--- config.mk ---
export PLATFORM = sky130hd
export DESIGN_NAME = mult_div_unit_flat
export DESIGN_NICKNAME = d
export VERILOG_FILES = /design/src/rtl/mult_div_unit_if.sv /design/src/rtl/mult_div_unit.sv /design/src/flat_wrapper.sv
export SDC_FILE = /design/constraint.sdc
export NUM_CORES = 1
export LEC_CHECK = 0
export CORE_ASPECT_RATIO = 1.2
export CORE_UTILIZATION = 40
export DETAILED_ROUTE_END_ITERATION = 7
export GPL_ROUTABILITY_DRIVEN = 0
export PLACE_DENSITY = 0.63
export SYNTH_ARGS = -nofsm -noshare
export SYNTH_HDL_FRONTEND = slang
export SYNTH_SLANG_ARGS = --single-unit
export TNS_END_PERCENT = 20
--- constraint.sdc ---
create_clock -name clk -period 6.38 [get_ports clk]
set_input_delay 0.638 -clock clk [delete_from_list [all_inputs] [get_ports clk]]
set_output_delay 0.638 -clock clk [all_outputs]
set_load 0.005 [all_outputs]
--- src/rtl/mult_div_unit_if.sv ---
// mult_div_unit_if: start/busy/done handshake, MTHI/MTLO strobes and HI/LO result bus of the multiply/divide unit.
interface mult_div_unit_if #(parameter int WIDTH = 32);
    logic             start;
    logic [1:0]       op;
    logic [WIDTH-1:0] operand_a;
    logic [WIDTH-1:0] operand_b;
    logic             hi_we;
    logic             lo_we;
    logic [WIDTH-1:0] mt_data;
    logic             busy;
    logic             done;
    logic [WIDTH-1:0] hi;
    logic [WIDTH-1:0] lo;

    modport master (
        output start, op, operand_a, operand_b, hi_we, lo_we, mt_data,
        input  busy, done, hi, lo
    );

    modport slave (
        input  start, op, operand_a, operand_b, hi_we, lo_we, mt_data,
        output busy, done, hi, lo
    );
endinterface

--- src/rtl/mult_div_unit.sv ---
// mult_div_unit: one-bit-per-cycle MULT/MULTU/DIV/DIVU into HI/LO with start/busy/done and MTHI/MTLO.
// MDU_SIGNED_EN enables signed MULT/DIV; without it op[0] is ignored.
module mult_div_unit #(
    parameter int WIDTH = 32
) (
    input  logic          clk,
    input  logic          rst_n,
    mult_div_unit_if.slave bus
);
    localparam int CW = $clog2(WIDTH + 1);

    typedef enum logic [1:0] {IDLE, RUN, DONE} state_t;

    state_t             r_state;
    logic               r_busy;
    logic               r_done;
    logic               r_div;
    logic [CW-1:0]      r_cnt;
    logic [2*WIDTH-1:0] r_acc;
    logic [WIDTH-1:0]   r_b;
    logic [WIDTH-1:0]   r_hi;
    logic [WIDTH-1:0]   r_lo;
    logic               w_accept;
    logic               w_last;
    logic [WIDTH:0]     w_sum;
    logic [WIDTH:0]     w_trial;
    logic [2*WIDTH-1:0] w_step;
    logic [2*WIDTH-1:0] w_res;
    logic [WIDTH-1:0]   w_mag_a;
    logic [WIDTH-1:0]   w_mag_b;

    assign w_accept = bus.start && !r_busy;
    assign w_last   = r_cnt == CW'(WIDTH - 1);

    // Multiply: acc = {partial product, remaining multiplier}; divide: acc = {remainder, dividend/quotient}
    assign w_sum   = {1'b0, r_acc[2*WIDTH-1:WIDTH]} + {1'b0, r_b};
    assign w_trial = {r_acc[2*WIDTH-1:WIDTH], r_acc[WIDTH-1]} - {1'b0, r_b};
    assign w_step  = r_div ? (w_trial[WIDTH] ? {r_acc[2*WIDTH-2:0], 1'b0}
                                             : {w_trial[WIDTH-1:0], r_acc[WIDTH-2:0], 1'b1})
                           : (r_acc[0] ? {w_sum, r_acc[WIDTH-1:1]}
                                       : {1'b0, r_acc[2*WIDTH-1:1]});

`ifdef MDU_SIGNED_EN
    logic w_sa;
    logic w_sb;
    logic r_neg_hi;
    logic r_neg_lo;

    assign w_sa    = bus.op[0] && bus.operand_a[WIDTH-1];
    assign w_sb    = bus.op[0] && bus.operand_b[WIDTH-1];
    assign w_mag_a = w_sa ? -bus.operand_a : bus.operand_a;
    assign w_mag_b = w_sb ? -bus.operand_b : bus.operand_b;
    assign w_res   = r_div ? {r_neg_hi ? -w_step[2*WIDTH-1:WIDTH] : w_step[2*WIDTH-1:WIDTH],
                              r_neg_lo ? -w_step[WIDTH-1:0] : w_step[WIDTH-1:0]}
                           : (r_neg_lo ? -w_step : w_step);

    // Divide by zero keeps the all-ones quotient; the remainder sign restores operand_a
    always_ff @(posedge clk or negedge rst_n) begin
        if (!rst_n) begin
            r_neg_hi <= 1'b0;
            r_neg_lo <= 1'b0;
        end else if (w_accept) begin
            r_neg_hi <= bus.op[1] && w_sa;
            r_neg_lo <= (w_sa ^ w_sb) && !(bus.op[1] && bus.operand_b == '0);
        end
    end
`else
    assign w_mag_a = bus.operand_a;
    assign w_mag_b = bus.operand_b;
    assign w_res   = w_step;
`endif

    always_ff @(posedge clk or negedge rst_n) begin
        if (!rst_n) begin
            r_state <= IDLE;
            r_busy  <= 1'b0;
            r_done  <= 1'b0;
            r_div   <= 1'b0;
            r_cnt   <= '0;
            r_acc   <= '0;
            r_b     <= '0;
            r_hi    <= '0;
            r_lo    <= '0;
        end else begin
            r_done <= 1'b0;
            if (!r_busy && bus.hi_we) r_hi <= bus.mt_data;
            if (!r_busy && bus.lo_we) r_lo <= bus.mt_data;
            if (w_accept) begin
                r_state <= RUN;
                r_busy  <= 1'b1;
                r_cnt   <= '0;
                r_div   <= bus.op[1];
                r_acc   <= {{WIDTH{1'b0}}, bus.op[1] ? w_mag_a : w_mag_b};
                r_b     <= bus.op[1] ? w_mag_b : w_mag_a;
            end else if (r_state == RUN) begin
                r_acc <= w_step;
                r_cnt <= r_cnt + CW'(1);
                if (w_last) begin
                    r_state <= DONE;
                    r_busy  <= 1'b0;
                    r_done  <= 1'b1;
                    r_hi    <= w_res[2*WIDTH-1:WIDTH];
                    r_lo    <= w_res[WIDTH-1:0];
                end
            end else if (r_state == DONE) begin
                r_state <= IDLE;
            end
        end
    end

    assign bus.busy = r_busy;
    assign bus.done = r_done;
    assign bus.hi   = r_hi;
    assign bus.lo   = r_lo;
endmodule

--- src/flat_wrapper.sv ---
// flat-port wrapper written by rule: the top's interface ports become plain ports
module mult_div_unit_flat 
#(
    parameter int WIDTH = 32
)
  (clk, rst_n, bus_start, bus_op, bus_operand_a, bus_operand_b, bus_hi_we, bus_lo_we, bus_mt_data, bus_busy, bus_done, bus_hi, bus_lo);
  mult_div_unit_if #(.WIDTH(WIDTH)) bus_i ();
  input  logic clk;
  input  logic rst_n;
  input wire logic [$bits(bus_i.start)-1:0] bus_start;
  input wire logic [$bits(bus_i.op)-1:0] bus_op;
  input wire logic [$bits(bus_i.operand_a)-1:0] bus_operand_a;
  input wire logic [$bits(bus_i.operand_b)-1:0] bus_operand_b;
  input wire logic [$bits(bus_i.hi_we)-1:0] bus_hi_we;
  input wire logic [$bits(bus_i.lo_we)-1:0] bus_lo_we;
  input wire logic [$bits(bus_i.mt_data)-1:0] bus_mt_data;
  output wire logic [$bits(bus_i.busy)-1:0] bus_busy;
  output wire logic [$bits(bus_i.done)-1:0] bus_done;
  output wire logic [$bits(bus_i.hi)-1:0] bus_hi;
  output wire logic [$bits(bus_i.lo)-1:0] bus_lo;
  assign bus_i.start = bus_start;
  assign bus_i.op = bus_op;
  assign bus_i.operand_a = bus_operand_a;
  assign bus_i.operand_b = bus_operand_b;
  assign bus_i.hi_we = bus_hi_we;
  assign bus_i.lo_we = bus_lo_we;
  assign bus_i.mt_data = bus_mt_data;
  assign bus_busy = bus_i.busy;
  assign bus_done = bus_i.done;
  assign bus_hi = bus_i.hi;
  assign bus_lo = bus_i.lo;
  mult_div_unit #(.WIDTH(WIDTH)) u_core (.clk(clk), .rst_n(rst_n), .bus(bus_i));
endmodule
==> summary.txt, run 1 <==
Results of the implementation run.

The flow ran to the end, and the final reports show no timing, DRC or antenna violations. On the critical path the largest part of the delay comes from AND-OR/OR-AND gates. The overall die width is 168 um. The launch point of the worst register-to-register path is recorded as u_core.r_acc[50]$_DFFE_PN0P_. In the power breakdown, the internal column shows 4.78 mW. The TritonCTS clock tree is built. The non-clock buffering overhead in the final layout is 0.115. After floorplanning, the core was sized to cover 32400 um2. The combinational share of cell area came out at 0.527. The master cell of the clock root buffer is sky130_fd_sc_hd__clkbuf_16.

The cell total in the yosys stat output came out at ~1500. The average footprint of a synthesized cell came out at 8.65 um2. Counting tap cells, the placed design contains a total of 2015 instances. The flop share of the area came out at 0.272. The switching portion of total power comes to 0.490. In this run the tools logged warnings totalling 27. The number of iterations in the first detailed-routing pass is 5.

The first-pass GRT wire length is 69.4 mm. By area the synthesized netlist is led by sky130_fd_sc_hd__dfrtp_1 (32%), sky130_fd_sc_hd__mux2i_1 (9.4%), sky130_fd_sc_hd__ha_1 (6.2%). According to the hold report, the worst path is of the in -> async type.

The post-synthesis sequential element count came out at between 150 and 200. For the worst setup path, the data required time is roughly 6700 ps. The maximum fanout count along the critical path is 25. The maximum resistive drop on vdd came out at 0.260 mV. For this run, the top clock speed supported by timing is 0.249 GHz.

The tightest hold margin came out at 189 ps. The number of standard cells in the layout, taps in and fillers out came out at 2047. Looking at the area split, the leading class of cells is logic gates. The setup slack after placement came out at 2430 ps. The post-synthesis mux area share is 0.111. The post-route report lists met1 wire length as 19.4 mm. The total met3 wirelength after detailed routing came out at roughly 2.6 mm. By instance count after routing, the leading logic cell types are sky130_fd_sc_hd__dfrtp_1 (170), sky130_fd_sc_hd__clkdlybuf4s50_1 (165), sky130_fd_sc_hd__nand2_1 (141). The number of maximum-capacitance constraint violations came out at 0. The total number of clock tree sinks came out at 171. The post-synthesis share of cell area spent on and, or, nand and nor gates came out at 0.138. The design draws 9.36 mW. The final setup skew came out at 13.0 ps. The final report lists the setup-violating endpoint count as 0. The critical-path cell with the highest stage delay is sky130_fd_sc_hd__a21boi_4.

The sum of buffers and inverters on the critical path is 0. The layout overhead on the synthesized area came out at 19.0%. The number of rows in the core area is roughly 72. The power of the combinational group came out at ~6.1 mW. The register share of total power came out at 0.231.

The number of global-route vias before repair came out at 12465. The fraction of power consumed by the clock network is 0.121. The most common cell in the synthesized netlist is sky130_fd_sc_hd__dfrtp_1. Per the OpenROAD power report, leakage power amounts to around 6.9 nW. Looking at the setup timing report, the critical path kind is reg -> reg.

The dominant register cell is sky130_fd_sc_hd__dfrtp_1. The worst path arrival time came out at ~4300 ps. The clock network area share is 0.0398. The quantity of gates resized following cts is 0. The number of nets handed over by synthesis was approximately 1700.

The power dissipated in sequential cells came out at approximately 2.2 mW. The xor/xnor share of the synthesized area is 0.0304. The sequential cell area fraction in the yosys report came out at 0.323. 0 antenna diodes ended up in the layout. The slew at the pin closest to its max-slew limit is 1170 ps. The initial utilization of the core area, before any placement, comes to 0.409.

The clock buffer count is 21. In this run the worst setup path begins at u_core.r_acc[50]$_DFFE_PN0P_. The number of warnings printed during yosys synthesis is 0. Of the total power, combinational logic draws 0.648. The number of buffers on the longest clock path is 2. The top power consumer group is combinational logic. The clock period minus worst slack is 4010 ps. The aggregate global routing overflow came out at 0.

The worst path setup slack after routing is 2370 ps. The register with the most flip-flops in the layout has 64 of them. Walking the worst path, the cells encountered are ha_1, nand4_1, nor2_1, nand3_1, a31oi_1, o211ai_1, a21boi_4, nor2_2, a211oi_1, o32ai_1. The post-synthesis cell type count is 81. The share of flip-flops with an asynchronous set or reset after synthesis is 1.00. The post-synthesis instance area came out at 13300 um2.

TritonRoute reported its final design rule violation total as 0. The final sum of negative setup slack is 0 ps. In the synthesized netlist, the cells that appear most often are sky130_fd_sc_hd__dfrtp_1 (171), sky130_fd_sc_hd__nand2_1 (141), sky130_fd_sc_hd__o21ai_0 (127). After clock tree synthesis, the clock-pin slew on the worst setup and hold paths is about 70 ps. The worst register-to-register path has a setup slack of around 2400 ps. Sequential cells placed in the final layout were counted as 171. The final cycle utilization of the critical path came out at 0.629. In the final report, the number of pins over their slew limit comes to 0. The worst-case headroom to the max-slew limit is 0.217. According to the cell report, the number of logic gates is 1190. The timing report lists the critical path depth as 10 cells. The top cell type by total area after synthesis is sky130_fd_sc_hd__dfrtp_1. According to the floorplan report, the die height is just over 200 um. The number of I/O port buffers came out at roughly 170.

The number of vias per cell after detailed routing is 6.21. The final layout report lists a non-clock inverter count of 62. The count of antenna-violating nets left after detailed routing is 0. The summed area of non-filler cells in the final layout is 15800 um2. STA shows the worst reg2reg path with a cell count of 10. The critical path ends at u_core.r_acc[36]$_DFFE_PN0P_.

Setup repair after global routing left no endpoint under its margin. The area of the chip is about 34000 um2. The areal power density over the cells came out at around 590 nW/um2. The initial antenna violation count came out at 0.

The fraction of final layout cells sized beyond drive strength 1 is 0.0646. The area reported by Yosys stat is about 13000 um2. The sum of net half-perimeters after detailed placement is 31.5 mm. The top register by number of flip-flops is u_core.r_acc. STA classifies the critical path endpoint as a register. The CTS report gives the tree buffer count as 17. Looking at the reg2reg group, the worst path ends at u_core.r_acc[36]$_DFFE_PN0P_.
### M1 wires, run 1

Bar = 50 um.
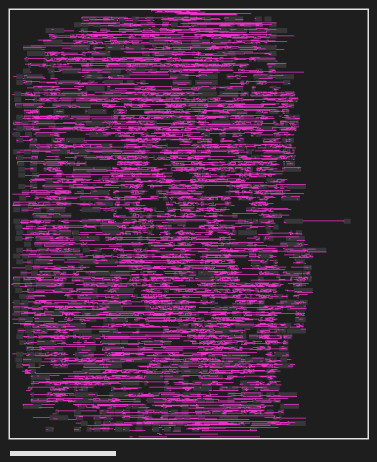
The layer holds 44% of the routed length. The wires run mostly horizontal. 1675 nets have wire on it.

### Signal wires by layer, run 1

Bar = 50 um. Only two layers are drawn.
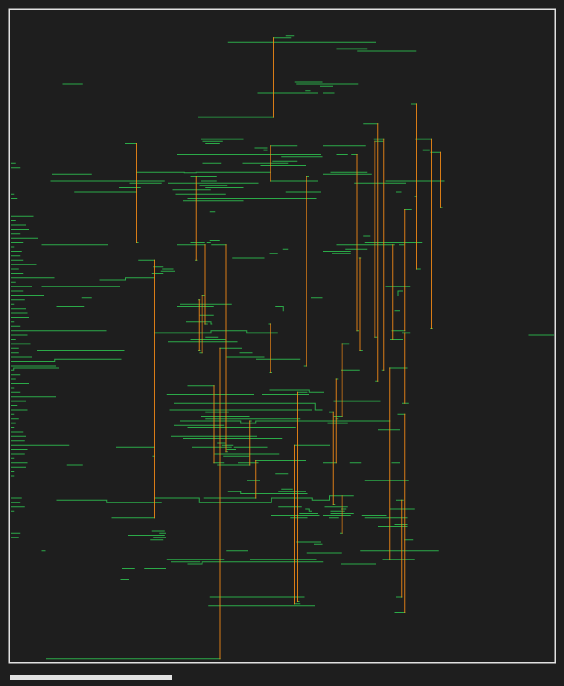
Key: met4 = orange [wire length 1370 um]; met3 = green [wire length 2610 um]
total wire length: 43.7 mm
total via count after detailed routing: 12702
overall global routing resource usage: 0.261
per-cell routed wire length: 21.3 um

### Routing congestion, run 1

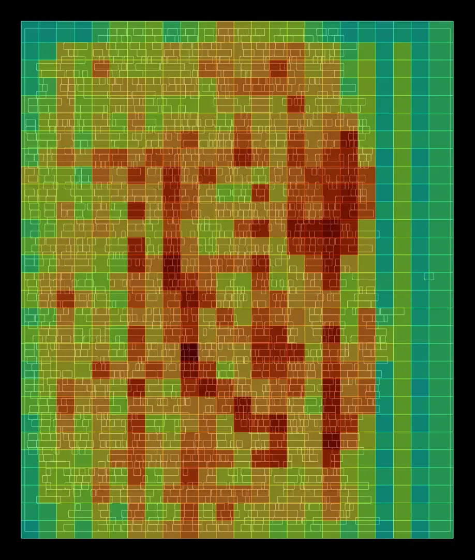
global routing met3 resource utilization: 0.0374
global routing met2 resource utilization: 0.419
global-route track usage on met1: 0.358
layer carrying the most global-route usage: met2
end-of-flow core utilization: 0.486

### Layout detail, run 1

Bar = 5 um. Window x 116 to 136, y 141 to 161 um. Cells in grey, sequential cells in the stronger grey; small squares are vias.
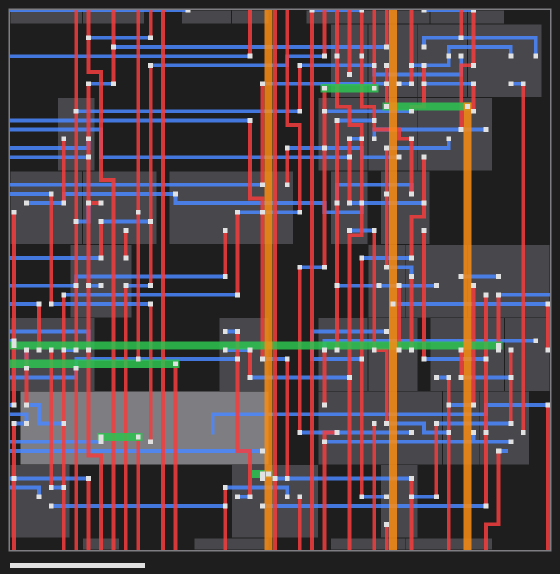

==> inputs of run 2 (changes only) <==
--- a/config.mk
+++ b/config.mk
@@ -9,7 +9,7 @@
 export CORE_UTILIZATION = 40
 export DETAILED_ROUTE_END_ITERATION = 7
 export GPL_ROUTABILITY_DRIVEN = 0
-export PLACE_DENSITY = 0.63
+export PLACE_DENSITY = 0.65
 export SYNTH_ARGS = -nofsm -noshare
 export SYNTH_HDL_FRONTEND = slang
 export SYNTH_SLANG_ARGS = --single-unit
==> constraint.sdc (replaced) <==
create_clock -name clk -period 3.5 [get_ports clk]
set_input_delay 0.35 -clock clk [delete_from_list [all_inputs] [get_ports clk]]
set_output_delay 0.35 -clock clk [all_outputs]
set_load 0.005 [all_outputs]
### Layout detail, run 2

Bar = 5 um. Window x 116 to 136, y 141 to 161 um. Cells in grey, sequential cells in the stronger grey; small squares are vias.
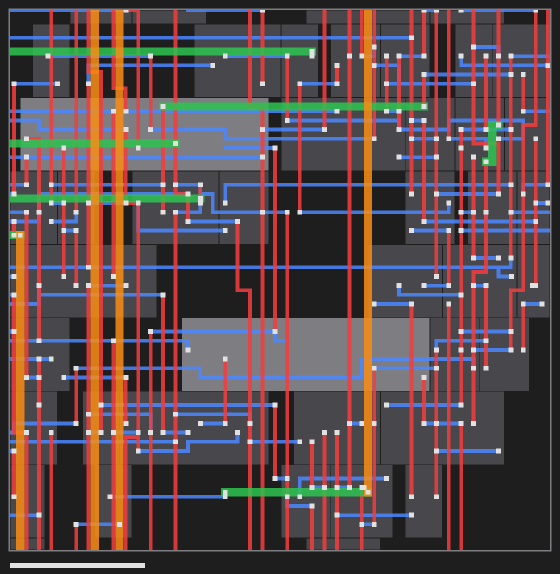
Key: met1 = blue; met4 = orange; met2 = red; met3 = green
Sequential cells in the window: 2. 36 logic cells have their middle in the window. Netlist names of flops here include `u_core.r_acc` (2). Most frequent: a21oi_1 (5), nor2_1 (4), inv_1 (3).

### Signal wires by layer, run 2

Bar = 50 um. Only two layers are drawn.
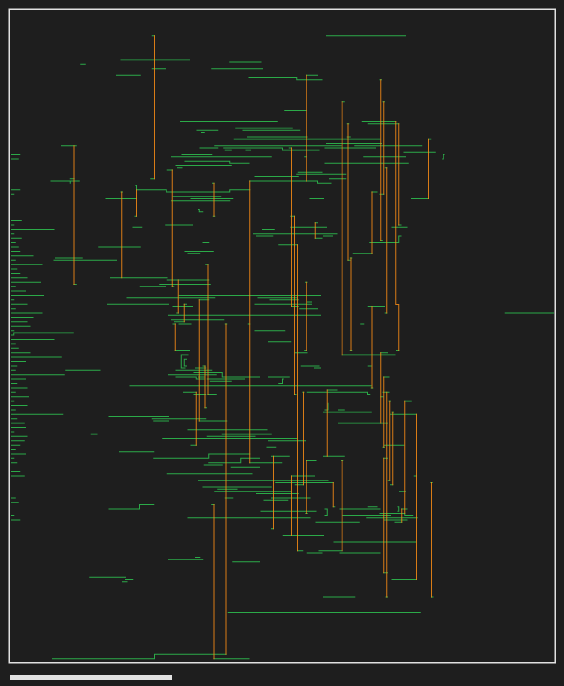
Key: met3 = green [wire length 2620 um]; met4 = orange [wire length 1690 um]
per-cell routed wire length: 21.2 um
total wire length: 44.7 mm
overall global routing resource usage: 0.265

==> run 2 against run 1 <==
Effect of this change: sequential power rose by 85%; die area did not move; fmax rose by 18%; first-iteration DRC count rose by 5.2%; setup slack got worse by 2300 ps; non-clock buffer count rose by 59.
==> summary.txt, run 2 <==
Results of the implementation run.

The post-CTS clock slew at the launch and capture registers of the worst setup and hold paths is 80 ps (about the same). The power of the combinational group came out at 11.9 mW (+96%). The share of flip-flops with an asynchronous set or reset after synthesis is 1.00 (unchanged). The sum of net half-perimeters after detailed placement is 32.7 mm (+3.9%). The root buffer cell chosen for the clock tree is sky130_fd_sc_hd__clkbuf_16. The flop share of the area is 0.262 (-0.00967). The power dissipated in sequential cells was 4.00 mW (+85%). The met3 global-route usage is 0.0380 (+0.000590).

The post-synthesis share of cell area spent on and, or, nand and nor gates is 0.138 (unchanged). The number of I/O port buffers came out at 167 (unchanged). Checking hold timing, the worst path is listed with class in -> reg. The number of cell instances on the worst register-to-register path is 14 (+4). The synthesized net count was 1703 (unchanged). The worst path arrival time is 3730 ps (-590 ps). The path length in cells of the critical path was 14 (+4). The largest cell class by area is logic gates. The fraction of power consumed by the clock network is 0.110 (-0.011). The initial antenna violation count is 0 (unchanged). The most common logic cells in the final layout are sky130_fd_sc_hd__dfrtp_1 (170), sky130_fd_sc_hd__clkdlybuf4s50_1 (165), sky130_fd_sc_hd__nand2_1 (140). The average footprint of a synthesized cell came out at 8.65 um2 (unchanged). Listed in order, past its start point the critical path passes inv_2, ha_2, inv_1, fa_2, a21oi_4, o221ai_4, and3_1, o21a_1, o211a_4, or3_2, a21oi_1, a211oi_1, buf_4, o32ai_1. The cell total in the yosys stat output is 1532 (unchanged).

The combinational share of cell area is 0.515 (-0.0121). The maximum resistive drop on vdd is 0.497 mV (+91%). The clock period minus worst slack is 3390 ps (-626 ps).

The final count of pins violating max slew was 0 (unchanged). The TritonCTS clock tree is built. The tightest hold margin is 466 ps (+277 ps). The run finished with clean final reports. The slowest stage of the critical path belongs to the cell sky130_fd_sc_hd__or3_2. The number of rows in the core area came out at 72 (unchanged). The summed area of non-filler cells in the final layout is 16300 um2 (+3.7%). Counting instances in the post-synthesis netlist gives the leading cell types as sky130_fd_sc_hd__dfrtp_1 (171), sky130_fd_sc_hd__nand2_1 (141), sky130_fd_sc_hd__o21ai_0 (127). The wire length the detailed router placed on met1 is 20.0 mm (+3.1%). The peak clock frequency supported by timing is 0.295 GHz (+18%). The sum of buffers and inverters on the critical path is 3 (+3). The switching share of power was 0.485 (-0.00443). The top register by number of flip-flops is u_core.r_acc.

The area reported by Yosys stat was 13300 um2 (unchanged). The number of maximum-capacitance constraint violations is 0 (unchanged). The cell type that accounts for the most area after synthesis is sky130_fd_sc_hd__dfrtp_1. The number of global-route vias before repair is 12805 (+2.7%). The worst-case headroom to the max-slew limit came to 0.458 (+0.241). The most used flip-flop cell after synthesis is sky130_fd_sc_hd__dfrtp_1. The placeable core region came out at 32400 um2 (unchanged). The post-synthesis sequential element count was 171 (unchanged). The synthesis report lists the most area-consuming cells as sky130_fd_sc_hd__dfrtp_1 (32%), sky130_fd_sc_hd__mux2i_1 (9.4%), sky130_fd_sc_hd__ha_1 (6.2%). The first-pass GRT wire length is 70.4 mm (+1.4%). The areal power density over the cells came to 1090 nW/um2 (+84%). The fraction of the core area occupied by cells at floorplan is 0.409 (unchanged). The count of antenna-violating nets left after detailed routing came out at 0 (unchanged). The number of vias per cell after detailed routing is 6.18 (-0.37%). The kind of cell with the highest combined delay along the critical path is AND-OR/OR-AND gates. The fraction of final layout cells sized beyond drive strength 1 is 0.105 (+0.0407). Looking at the setup timing report, the critical path kind is reg -> reg.

The number of iterations in the first detailed-routing pass came out at 5 (unchanged). The final cycle utilization of the critical path is 0.968 (+0.339). The combinational share of power came to 0.666 (+0.018).

The post-synthesis instance area is 13300 um2 (unchanged). The post-synthesis mux area share came to 0.111 (unchanged).
Power figures rest on the tool's default switching activity, not on a simulated workload.
